Routing congestion:
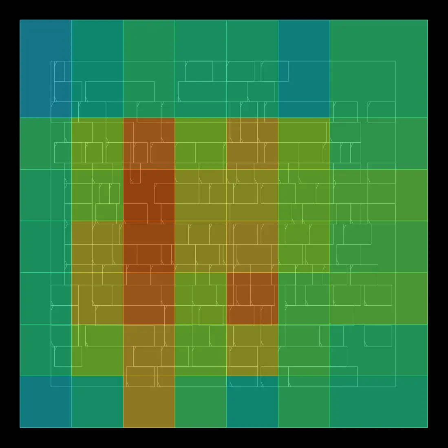
Drive-strength map:
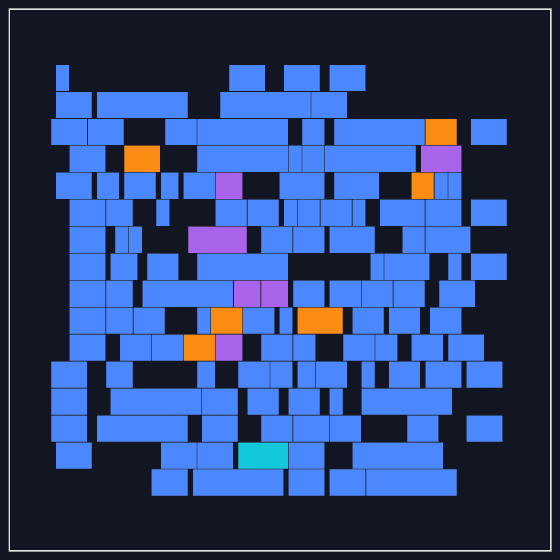
Clock wires, drivers and flops:
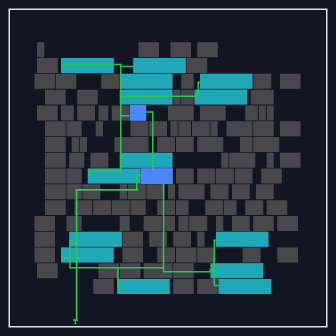
Signal wires on met3:
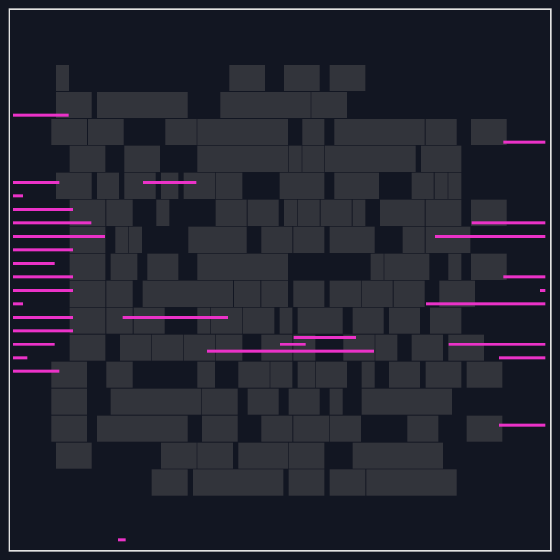
Selected gate families:
The bar under the picture is 20 um long.
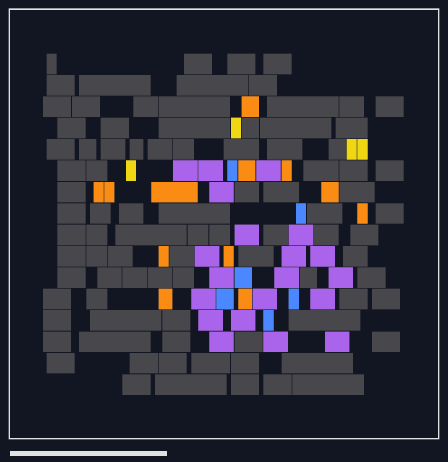
## src/rtl/stall_pkg.sv

```systemverilog
// stall_pkg: shared constants and types for the stall controller.
//   TUSE_*      : cycles until a D-stage operand is consumed
//   TNEW_*      : cycles until a produced result can be forwarded
//   MULT_CYCLES : busy cycles of the multiply unit after issue
//   DIV_CYCLES  : busy cycles of the divide unit after issue
//   stage_t     : one pipeline entry (dest, tnew, md start, div qualifier)
// The optional multiply/divide tracking is enabled by STALL_CTRL_MD_EN.
package stall_pkg;

    localparam logic [1:0] TUSE_0 = 2'd0;
    localparam logic [1:0] TUSE_1 = 2'd1;
    localparam logic [1:0] TUSE_2 = 2'd2;

    localparam logic [1:0] TNEW_0 = 2'd0;
    localparam logic [1:0] TNEW_1 = 2'd1;
    localparam logic [1:0] TNEW_2 = 2'd2;

    localparam logic [3:0] MULT_CYCLES = 4'd5;
    localparam logic [3:0] DIV_CYCLES  = 4'd10;

    typedef struct packed {
        logic [4:0] dest;
        logic [1:0] tnew;
        logic       md;
        logic       div;
    } stage_t;

    localparam stage_t BUBBLE = '0;

    // An entry blocks an operand when it writes that register (not $0)
    // and its result arrives later than the operand is needed.
    function automatic logic hazard(input stage_t s, input logic [4:0] rnum,
                                    input logic has_use, input logic [1:0] tuse);
        return has_use && (s.dest != 5'd0) && (s.dest == rnum) && (s.tnew > tuse);
    endfunction

endpackage

```

## src/rtl/md_busy_cnt.sv

```systemverilog
// md_busy_cnt: occupancy counter of the multiply/divide unit.
//   clk, reset : clock, asynchronous active-low reset
//   start      : E-stage entry is a mult/div issue
//   div        : qualifies start as a divide
//   busy       : unit occupied (counting, or an issue sitting in E)
// Only built when STALL_CTRL_MD_EN is defined.
module md_busy_cnt
    import stall_pkg::*;
(
    input  logic clk,
    input  logic reset,
    input  logic start,
    input  logic div,
    output logic busy
);

    logic [3:0] count;

    // A new issue reloads the counter even if an older one is still
    // draining, so load has priority over decrement.
    always_ff @(posedge clk or negedge reset) begin
        if (!reset) begin
            count <= 4'd0;
        end else if (start) begin
            count <= div ? DIV_CYCLES : MULT_CYCLES;
        end else if (count != 4'd0) begin
            count <= count - 4'd1;
        end
    end

    assign busy = (count != 4'd0) || start;

endmodule

```

## src/rtl/stall_ctrl.sv

```systemverilog
// stall_ctrl: Tuse/Tnew hazard detection and pipeline bookkeeping for a
// five-stage MIPS-style core.
//   clk, reset           : clock, asynchronous active-low reset
//   d_j..d_jal           : D-stage instruction class flags
//   d_rs, d_rt, d_rd     : D-stage register fields (d_rd = 31 for jal)
//   d_md_start/div/use   : D-stage multiply/divide information
//   stall                : freeze PC/D, insert bubble into E (combinational)
//   e_dest/m_dest        : destination of E/M entries (0 = none)
//   e_tnew/m_tnew        : remaining cycles until forwardable
//   md_busy              : multiply/divide unit occupied
// Define STALL_CTRL_MD_EN to build the multiply/divide busy tracking;
// without it the d_md_* inputs are ignored and md_busy is 0.
module stall_ctrl
    import stall_pkg::*;
(
    input  logic       clk,
    input  logic       reset,
    input  logic       d_j,
    input  logic       d_r,
    input  logic       d_i,
    input  logic       d_ld,
    input  logic       d_st,
    input  logic       d_jal,
    input  logic [4:0] d_rs,
    input  logic [4:0] d_rt,
    input  logic [4:0] d_rd,
    input  logic       d_md_start,
    input  logic       d_md_div,
    input  logic       d_md_use,
    output logic       stall,
    output logic [4:0] e_dest,
    output logic [4:0] m_dest,
    output logic [1:0] e_tnew,
    output logic [1:0] m_tnew,
    output logic       md_busy
);

    stage_t     e_q;
    stage_t     m_q;
    stage_t     d_entry;
    logic       rs_use;
    logic       rt_use;
    logic [1:0] rs_tuse;
    logic [1:0] rt_tuse;
    logic       data_stall;
    logic       md_stall;

    // Operand demand of the D-stage instruction. Branch/jump operands are
    // needed immediately; a store needs its data register one stage later.
    always_comb begin
        rs_use  = d_j || d_r || d_i || d_ld || d_st;
        rt_use  = d_j || d_r || d_st;
        rs_tuse = d_j ? TUSE_0 : TUSE_1;
        if (d_j) begin
            rt_tuse = TUSE_0;
        end else if (d_r) begin
            rt_tuse = TUSE_1;
        end else begin
            rt_tuse = TUSE_2;
        end
    end

    // What the D-stage instruction will carry into E.
    always_comb begin
        d_entry = BUBBLE;
        if (d_r || d_jal) begin
            d_entry.dest = d_rd;
        end else if (d_i || d_ld) begin
            d_entry.dest = d_rt;
        end
        if (d_ld) begin
            d_entry.tnew = TNEW_2;
        end else if (d_r || d_i) begin
            d_entry.tnew = TNEW_1;
        end else begin
            d_entry.tnew = TNEW_0;
        end
`ifdef STALL_CTRL_MD_EN
        d_entry.md  = d_md_start;
        d_entry.div = d_md_div;
`endif
    end

    assign data_stall = hazard(e_q, d_rs, rs_use, rs_tuse) ||
                        hazard(e_q, d_rt, rt_use, rt_tuse) ||
                        hazard(m_q, d_rs, rs_use, rs_tuse) ||
                        hazard(m_q, d_rt, rt_use, rt_tuse);

`ifdef STALL_CTRL_MD_EN
    md_busy_cnt u_md_busy_cnt (
        .clk   (clk),
        .reset (reset),
        .start (e_q.md),
        .div   (e_q.div),
        .busy  (md_busy)
    );
    assign md_stall = d_md_use && md_busy;
`else
    logic unused_md_inputs;
    assign unused_md_inputs = ^{d_md_start, d_md_div, d_md_use};
    assign md_busy  = 1'b0;
    assign md_stall = 1'b0;
`endif

    assign stall = data_stall || md_stall;

    // E takes the D instruction or a bubble; M always takes the old E entry
    // with its remaining latency reduced by one stage, floored at zero.
    always_ff @(posedge clk or negedge reset) begin
        if (!reset) begin
            e_q <= BUBBLE;
            m_q <= BUBBLE;
        end else begin
            e_q <= stall ? BUBBLE : d_entry;
            m_q.dest <= e_q.dest;
            m_q.tnew <= (e_q.tnew == TNEW_0) ? TNEW_0 : (e_q.tnew - 2'd1);
            m_q.md   <= e_q.md;
            m_q.div  <= e_q.div;
        end
    end

    // The md bits only matter while the entry sits in E.
    logic unused_m_md;
    assign unused_m_md = ^{m_q.md, m_q.div};

    assign e_dest = e_q.dest;
    assign e_tnew = e_q.tnew;
    assign m_dest = m_q.dest;
    assign m_tnew = m_q.tnew;

endmodule

```

## config.mk

```make
export PLATFORM = sky130hd
export DESIGN_NAME = stall_ctrl
export DESIGN_NICKNAME = d
export VERILOG_FILES = /design/src/rtl/stall_pkg.sv /design/src/rtl/md_busy_cnt.sv /design/src/rtl/stall_ctrl.sv
export SDC_FILE = /design/constraint.sdc
export NUM_CORES = 1
export LEC_CHECK = 0
export CAP_MARGIN = 0
export CORE_MARGIN = 4
export CORE_UTILIZATION = 44
export CTS_CLUSTER_DIAMETER = 200
export DETAILED_ROUTE_END_ITERATION = 10
export PLACE_DENSITY_LB_ADDON = 0.3
export SLEW_MARGIN = 10
export SYNTH_ARGS = -nofsm -noshare
export SYNTH_HDL_FRONTEND = slang
export SYNTH_SLANG_ARGS = --single-unit
```

## constraint.sdc

```tcl
create_clock -name clk -period 4.05 [get_ports clk]
set_input_delay 0.405 -clock clk [delete_from_list [all_inputs] [get_ports clk]]
set_output_delay 0.405 -clock clk [all_outputs]
set_load 0.005 [all_outputs]
```

==> results.tsv <==
stage	metric	value	unit
clocking	cts_setup_buffers	0	
worst_setup_path	r2r_end	e_dest[2]	
synth	yosys.area_share.simple	14.1	%
layout	final_cells	159	
place	place_congestion	0.885	
synth	synth.avg_cell_area	10.3	um2
global_routing	antenna_found_initial	0	
routing	num_vias	861	
pwr	powerDensity	307	mW/mm2
worst_setup_path	arrival	2.81	ns
synth	top_cell	xnor2_1	
routing	drc	0	
status	status	finished clean	
worst_setup_path	cp.required	3.64	ns
synth	edf_count	0	
synth	top_cell_area_share	36.9	%
layout	finalInstanceArea	0.00139	mm2
clocking	cts_resized	0	
synth	top_logic_kind	AND-OR/OR-AND gates	
synth	ys_sh_mux	0	%
worst_setup_path	slowest_delay	0.50	ns
floorplan	coreArea	0.00200	mm2
synth	synth_cells	92	
clocking	clock-root-buffer	clkbuf_4	
Notes on 'routing congestion' above:
overall routing resource usage: 17.7%
routed length per instance: 14.1 um
GR peak layer: met2
met3 usage: 2.18%
met1 usage: 21.8%

Notes on 'drive-strength map' above:
color	size	cells
blue	drive 1 or less	119
purple	drive 3 to 4	6
cyan	drive 6 and up	1
orange	drive 2	6
Syn-to-layout area delta: 46.0%
Repair and plain buffers: 38

Notes on 'clock wires, drivers and flops' above:
[blue] cells driving clock nets | count: 3
[green] clock wires | length: 170 um
[cyan] flip-flops | count: 14
routed clock nets	4

Notes on 'signal wires on met3' above:
longest straight run	16.6 um
main direction	horizontal
wire length on this layer	172 um

Notes on 'selected gate families' above:
color	family	cells	most used
purple	XOR/XNOR gates	20	xnor2_1
blue	NAND gates	6	nand2_1
orange	NOR gates	12	nor2_1
yellow	inverters	4	inv_1

[power by group through the flow]
stage	logic, uW	registers, uW	clock network, uW
floorplan	73.5	179	0
global placement	148	182	0
detailed placement	150	183	0
CTS	151	180	103
global route	165	183	110
finish	149	180	96.7
[layout make-up]
cell class | instances | area (um2)
Clock buffer | 4 | 36.3
Inverter | 4 | 15.0
Sequential cell | 14 | 350
Multi-Input combinational cell | 72 | 573
Fill cell | 160 | 616
Timing Repair Buffer | 38 | 378
Tap cell | 27 | 33.8
[critical path: cells and delay by family]
kind | cells | cell delay, ns
and+or+nand+nor | 2 | 0.45
buffers and inverters | 2 | 0.99
AOI/OAI and AO/OA | 3 | 0.68
adders and majority gates | 1 | 0.29
[registers in the layout, summed over array words and instances, names as in the netlist]
signal  flops
m_dest      5
e_dest      5
m_tnew      2
e_tnew      2
Power figures rest on the tool's default switching activity, not on a simulated workload.
